Figure 1. Cell area per tile.
Scale bar: 20 um. 7 x 7 tiles, from dark blue (low) to red (high), 0 to 100% covered.
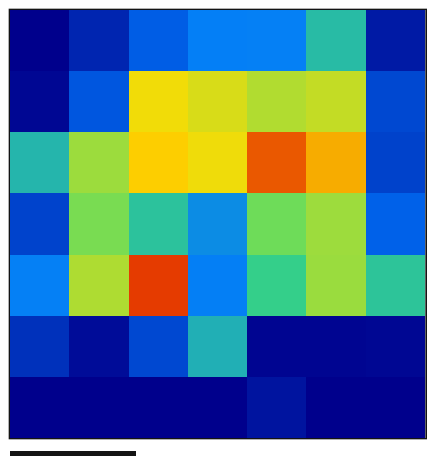
Figure 2. Congestion heat map.
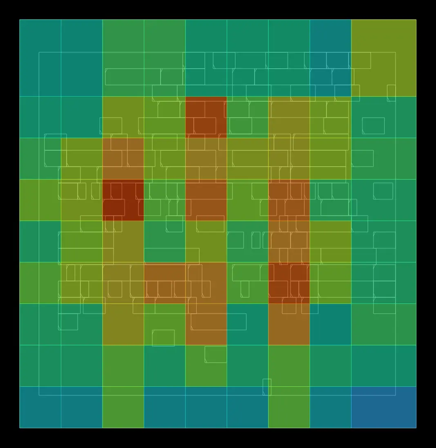
Figure 3. Drive-strength map.
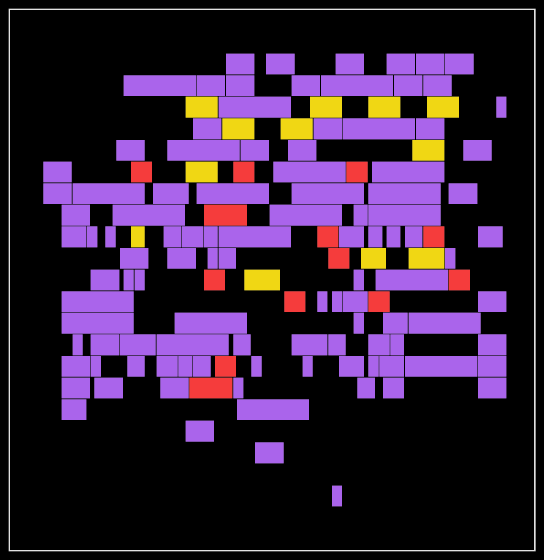
`config.mk`:
```
export PLATFORM = sky130hd
export DESIGN_NAME = rom_image_writer
export DESIGN_NICKNAME = d
export VERILOG_FILES = /design/src/rtl/rom_image_writer_pkg.sv /design/src/rtl/rom_image_addr_ctr.sv /design/src/rtl/rom_image_writer.sv
export SDC_FILE = /design/constraint.sdc
export NUM_CORES = 1
export LEC_CHECK = 0
export CAP_MARGIN = 20
export CELL_PAD_IN_SITES_DETAIL_PLACEMENT = 0
export CELL_PAD_IN_SITES_GLOBAL_PLACEMENT = 1
export CORE_AREA = 3 3 63 65
export DETAILED_ROUTE_END_ITERATION = 6
export DIE_AREA = 0 0 66 68
export PLACE_DENSITY = 0.79
export SLEW_MARGIN = 20
export SYNTH_ARGS = -nofsm -noshare
export SYNTH_HDL_FRONTEND = slang
export SYNTH_HIERARCHICAL = 1
export SYNTH_SLANG_ARGS = --single-unit
```
`constraint.sdc`:
```
create_clock -name clk -period 2.1 [get_ports clk]
set_input_delay 0.63 -clock clk [delete_from_list [all_inputs] [get_ports clk]]
set_output_delay 0.63 -clock clk [all_outputs]
set_load 0.02 [all_outputs]
```
`src/rtl/rom_image_writer_pkg.sv`:
```
// Shared types and default geometry for the 16x8 ROM image writer and its read path.
package rom_image_writer_pkg;

  localparam int DEF_ADDR_W = 4;
  localparam int DEF_DATA_W = 8;
  localparam int DEF_DEPTH  = 16;

  typedef enum logic [2:0] {
    ST_IDLE,
    ST_ACCEPT,
    ST_STROBE,
    ST_RDBK,
    ST_CHECK,
    ST_DONE
  } state_e;

endpackage

```
`src/rtl/rom_image_addr_ctr.sv`:
```
// Wrapping write address plus words-written count, with load, increment and terminal-count flag.
module rom_image_addr_ctr
  import rom_image_writer_pkg::*;
#(
  parameter int ADDR_W     = DEF_ADDR_W,
  parameter int DEPTH      = DEF_DEPTH,
  parameter int START_ADDR = 0
) (
  input  logic              clk,
  input  logic              rst,
  input  logic              load_i,
  input  logic              inc_i,
  output logic [ADDR_W-1:0] addr_o,
  output logic [ADDR_W:0]   count_o,
  output logic              last_o
);

  localparam logic [ADDR_W-1:0] START    = ADDR_W'(START_ADDR);
  localparam logic [ADDR_W:0]   LAST_CNT = (ADDR_W + 1)'(DEPTH - 1);

  logic [ADDR_W-1:0] addr_q, addr_d;
  logic [ADDR_W:0]   count_q, count_d;

  // NOTE: every output of an always_comb gets a default first, so no path can infer a latch.
  always_comb begin
    addr_d  = addr_q;
    count_d = count_q;
    if (load_i) begin
      addr_d  = START;
      count_d = '0;
    end else if (inc_i) begin
      addr_d  = addr_q + 1'b1;
      count_d = count_q + 1'b1;
    end
  end

  always_ff @(posedge clk or posedge rst) begin
    if (rst) begin
      addr_q  <= '0;
      count_q <= '0;
    end else begin
      addr_q  <= addr_d;
      count_q <= count_d;
    end
  end

  assign addr_o  = addr_q;
  assign count_o = count_q;
  // The word currently being strobed is the final one of the load.
  assign last_o  = (count_q == LAST_CNT);

endmodule

```
`src/rtl/rom_image_writer.sv`:
```
// Programs a byte stream into sequential addresses of a 16x8 memory image.
// Optional readback verify of every word: define ROM_IMAGE_WRITER_VERIFY_EN.
module rom_image_writer
  import rom_image_writer_pkg::*;
#(
  parameter int ADDR_W     = DEF_ADDR_W,
  parameter int DATA_W     = DEF_DATA_W,
  parameter int DEPTH      = DEF_DEPTH,
  parameter int START_ADDR = 0
) (
  input  logic              clk,
  input  logic              rst,
  input  logic              start,
  input  logic [DATA_W-1:0] in_data,
  input  logic              in_valid,
  output logic              in_ready,
  output logic [ADDR_W-1:0] mem_addr,
  output logic [DATA_W-1:0] mem_data,
  output logic              mem_we,
  output logic              mem_ce,
  output logic              mem_en,
  input  logic [DATA_W-1:0] mem_q,
  output logic              busy,
  output logic              done,
  output logic [ADDR_W:0]   wr_count,
  output logic              err
);

  state_e            state_q;
  logic [DATA_W-1:0] data_q;
  logic              we_q, ce_q, en_q, busy_q, done_q;
  logic              ctr_load, ctr_inc, ctr_last;

  assign ctr_load = start && (state_q == ST_IDLE || state_q == ST_DONE);
`ifdef ROM_IMAGE_WRITER_VERIFY_EN
  assign ctr_inc  = (state_q == ST_CHECK);
`else
  assign ctr_inc  = (state_q == ST_STROBE);
`endif

  rom_image_addr_ctr #(
    .ADDR_W    (ADDR_W),
    .DEPTH     (DEPTH),
    .START_ADDR(START_ADDR)
  ) u_addr_ctr (
    .clk    (clk),
    .rst    (rst),
    .load_i (ctr_load),
    .inc_i  (ctr_inc),
    .addr_o (mem_addr),
    .count_o(wr_count),
    .last_o (ctr_last)
  );

`ifdef ROM_IMAGE_WRITER_VERIFY_EN
  logic err_q;
`endif

  // NOTE: sequential state uses non-blocking assignments so every register samples pre-edge values.
  always_ff @(posedge clk or posedge rst) begin
    if (rst) begin
      state_q <= ST_IDLE;
      data_q  <= '0;
      we_q    <= 1'b0;
      ce_q    <= 1'b0;
      en_q    <= 1'b0;
      busy_q  <= 1'b0;
      done_q  <= 1'b0;
`ifdef ROM_IMAGE_WRITER_VERIFY_EN
      err_q   <= 1'b0;
`endif
    end else begin
      unique case (state_q)
        ST_IDLE, ST_DONE: begin
          if (start) begin
            busy_q  <= 1'b1;
            ce_q    <= 1'b1;
            done_q  <= 1'b0;
`ifdef ROM_IMAGE_WRITER_VERIFY_EN
            err_q   <= 1'b0;
`endif
            state_q <= ST_ACCEPT;
          end
        end
        ST_ACCEPT: begin
          if (in_valid) begin
            data_q  <= in_data;
            we_q    <= 1'b1;
            state_q <= ST_STROBE;
          end
        end
`ifdef ROM_IMAGE_WRITER_VERIFY_EN
        ST_STROBE: begin
          we_q    <= 1'b0;
          en_q    <= 1'b1;
          state_q <= ST_RDBK;
        end
        ST_RDBK: state_q <= ST_CHECK;
        ST_CHECK: begin
          en_q <= 1'b0;
          if (mem_q != data_q) err_q <= 1'b1;
          if (ctr_last) begin
            busy_q  <= 1'b0;
            ce_q    <= 1'b0;
            done_q  <= 1'b1;
            state_q <= ST_DONE;
          end else begin
            state_q <= ST_ACCEPT;
          end
        end
`else
        ST_STROBE: begin
          we_q <= 1'b0;
          if (ctr_last) begin
            busy_q  <= 1'b0;
            ce_q    <= 1'b0;
            done_q  <= 1'b1;
            state_q <= ST_DONE;
          end else begin
            state_q <= ST_ACCEPT;
          end
        end
`endif
        default: state_q <= ST_IDLE;
      endcase
    end
  end

`ifdef ROM_IMAGE_WRITER_VERIFY_EN
  assign err = err_q;
`else
  logic unused_mem_q;
  assign unused_mem_q = ^mem_q;
  assign err          = 1'b0;
`endif

  assign in_ready = (state_q == ST_ACCEPT);
  assign mem_data = data_q;
  assign mem_we   = we_q;
  assign mem_ce   = ce_q;
  assign mem_en   = en_q;
  assign busy     = busy_q;
  assign done     = done_q;

endmodule
```
==> flow_summary.json <==
{
  "status": "finished, final reports clean",
  "cellPowerDensity_nw_per_um2": 1210,
  "diodes": 0,
  "vias": 806,
  "critPathLaunch": "u_addr_ctr/addr_o[0]",
  "clkLatencyLatePin_ns": 0.30,
  "hold_path_depth": 1,
  "drt-initial-drc-count": 39,
  "cp-end-kind": "output pin",
  "power_leakage_nw": 0.668,
  "die_area_um2": 4490,
  "path_buffers": 1,
  "slew_headroom_pct": 62.5,
  "power.switching_mw": 0.691,
  "cts_setup_buffers": 0,
  "cts_resized": 1,
  "yosys_area_um2": 1100,
  "cts_sinks": 23,
  "grt_overflow": 0,
  "fin_crit_ns": 2.03,
  "slew_viol_final": 0,
  "reg2regPathDepth": 6,
  "most_common_cell": "dfrtp_1",
  "cp.required_ns": 1.47,
  "postCtsHoldBufs": 0,
  "r2r_start": "state_q[2]",
  "dr.pass1.iters": 3,
  "synthTopCellsByCount": "23 x dfrtp_1, 10 x nor2_1, 8 x mux2_2",
  "yosys_warnings": 8,
  "cts_buffers": 3,
  "path_delay_family": "buffers and inverters",
  "p_int_mw": 1.15,
  "fin_hold_ws_ns": 0.523,
  "drc": 0,
  "crit_path_top_delay_cell": "clkdlybuf4s50_1",
  "met1Wirelength_um": 1060
}
Back to the opening pictures, Figure 1:
- emptiest ninth of the die: lower right
- fullest tile: 93%
- nearly empty tiles: 22%
core area: 3390 um2
Init Core Util: 32.4%
final core occ: 44.9%

Back to the opening pictures, Figure 2:
M3 GR Usage: 4.43%
gr usage total: 11.3%
WL/cell: 12.7 um

Back to the opening pictures, Figure 3:
- purple: _0 and _1 cells (cells 106; most used clkdlybuf4s50_1)
- yellow: _2 cells (cells 12; most used mux2_2)
- red: _3 and _4 cells (cells 13; most used buf_4)
Final WS setup: 0.0715 ns
Non-CTS buffers: 41

## through the flow
stage | power, mW | setup slack (ns) | utilization [%] | instance area, um2
2_1_floorplan | 1.25 | 0.557 | - | 1100
3_3_place_gp | 1.64 | 0.161 | 44.1 | 1490
3_5_place_dp | 1.67 | 0.115 | 44.1 | 1490
4_1_cts | 1.87 | 0.0574 | 44.9 | 1520
5_1_grt | 1.98 | 0.00548 | 44.9 | 1520
6_report | 1.84 | 0.0715 | 44.9 | 1520
## layout make-up
class,instances,area (um2)
fillers,330,1870
flip-flops and latches,23,576
multi-input cells,59,455
repair buffers,41,389
well taps,46,57.6
clock buffers,3,22.5
inverters,4,15.0
clock inverters,1,5.00
## power by group through the flow
stage | combinational, mW | clock (mW) | sequential, mW
2_1_floorplan | 0.381 | 0 | 0.868
3_3_place_gp | 0.944 | 0 | 0.692
3_5_place_dp | 0.965 | 0 | 0.705
4_1_cts | 0.962 | 0.214 | 0.698
5_1_grt | 1.02 | 0.233 | 0.721
6_report | 0.949 | 0.199 | 0.694
## cell families (layout without fill, tap and decap cells)
| logic type | count (synthesis) | after routing | share of synthesized area [%] |
|---|---|---|---|
| buf+inv | 11 | 49 | 6.60 |
| xor+xnor | 3 | 3 | 2.39 |
| mux | 12 | 12 | 12.7 |
| simple gates | 25 | 25 | 12.6 |
| other cells | 1 | 2 | 0.341 |
| flops | 23 | 23 | 52.3 |
| compound gates | 14 | 14 | 9.56 |
| fa+ha+maj | 3 | 3 | 3.41 |
## sequential cells by signal, summed over array words and instances (netlist names)
signal              flops
mem_data                8
state_q                 3
mem_we                  1
u_addr_ctr/addr_o       4
u_addr_ctr/count_o      5
done                    1
busy                    1
## metal layers
layer  up-vias  GRT usage (%)
met4         0           3.30
met2        19           18.0
met1       395           14.4
met3         2           4.43
li1        390              -
met5         -              0
Power and IR drop assume default switching activity.
